==> config.mk <==
export PLATFORM = sky130hd
export DESIGN_NAME = spi_cmd_sequencer_flat
export DESIGN_NICKNAME = d
export VERILOG_FILES = /design/src/rtl/spi_seq_pkg.sv /design/src/rtl/spi_cmd_sequencer_if.sv /design/src/rtl/spi_cmd_sequencer.sv /design/src/flat_wrapper.sv
export SDC_FILE = /design/constraint.sdc
export NUM_CORES = 1
export LEC_CHECK = 0
export ABC_AREA = 0
export CORE_ASPECT_RATIO = 0.6
export CORE_MARGIN = 1.5
export CORE_UTILIZATION = 45
export DETAILED_ROUTE_END_ITERATION = 6
export PLACE_DENSITY = 0.75
export RECOVER_POWER = 25
export SLEW_MARGIN = 20
export SYNTH_ARGS = -nofsm -noshare
export SYNTH_HDL_FRONTEND = slang
export SYNTH_SLANG_ARGS = --single-unit
export TNS_END_PERCENT = 10
==> constraint.sdc <==
create_clock -name clk -period 3.1 [get_ports clk]
set_input_delay 0.93 -clock clk [delete_from_list [all_inputs] [get_ports clk]]
set_output_delay 0.93 -clock clk [all_outputs]
set_load 0.05 [all_outputs]
Routing congestion map:
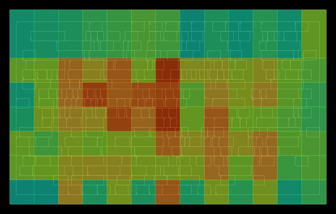
global routing usage on met1: 0.2853
busiest metal layer after global routing: met1

Sequential cells colored by netlist name:
Bar = 20 microns. Other sequential cells in the stronger gray, the rest of the logic in the fainter gray.
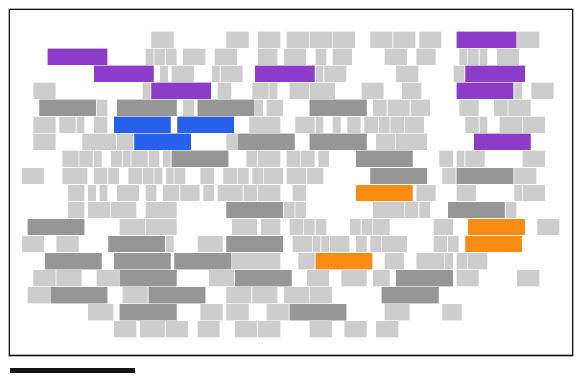
orange -> `u_core.bus.reg_addr`  # flops 4
blue -> `u_core.state_r`  # flops 3
purple -> `u_core.bus.tx_byte`  # flops 8
not colored = 26
Flop area: 1035 sq um
Seq. pwr: 0.000691 W

==> impl_metrics.toml <==
# yosys + openroad results
[status]
status = "complete, no violations"

[drt]
wl_met3_microns = 329
vias_per_cell = 5.369
wl_met1_mm = 2.309
dr.pass1.iters = 4
drt-wirelength-per-cell_microns = 14.86

[floorplanning]
die_y_microns = 55.08
ios = 55
num_rows = 18

[final_layout]
logic_area_sq_um = 919.6
largest_class = "registers"
nMultiInputCombCells = 130
lay_top_count = "clkdlybuf4s50_1"
nFillCells = 355

[pwr]
p_sw_w = 0.0005368
power.internal_w = 0.0009738
vdd_drop_max_mv = 0.3470
swShare = 0.3554
combinationalPower_w = 0.000480
clock_power_w = 0.000340
seqPwrFrac = 0.458
clkPwrFrac = 0.225

[clocking]
worstSkewPairLatency_ps = 290
cts_resized = 0
cts_setup_buffers = 0

[synth]
synth_stat.cells = 185
synthTopCellsByArea = "dfrtp_1 42%, mux2_2 9.4%, dfstp_2 9.0%, a21oi_1 3.4%, nor2_1 3.0%"
ys.flops = 41
syn_area_per_cell_sq_um = 11.00
topCombFamilyByArea = "simple AND/OR/NAND/NOR gates"

[critical_path]
crit_family = "buffers and inverters"
worstRegToRegCells = 4
critPathMaxFanout = 2

[global_routing]
grt_max_degree = 42
grt_overflow = 0

[sta]
hold_viol = 0

[place]
io_buffers = 54
-- per-stage QoR --
stage / util / instances / total power, W / setup slack, ps
floorplan: - / 185 / 0.001008 / 947.7
global placement: 0.6209 / 293 / 0.001173 / 362.5
detailed placement: 0.6209 / 293 / 0.001181 / 293.0
CTS: 0.6414 / 301 / 0.001522 / 527.2
global route: 0.6408 / 301 / 0.001587 / 485.4
finish: 0.6408 / 301 / 0.001511 / 533.8
-- synthesized netlist by cell type (3+ instances only) --
cell and n:
dfrtp_1 34, mux2_2 17, nor2_1 16, a21oi_1 14, dfstp_2 7, nand2_1 7
nor2b_1 7, o21ai_0 7, nand3_1 6, a221oi_1 5, nand2b_1 5, buf_2 4
inv_1 4, xor2_1 4, and2_1 3, buf_6 3, clkbuf_1 3
Power is estimated from default activity; no workload was simulated.
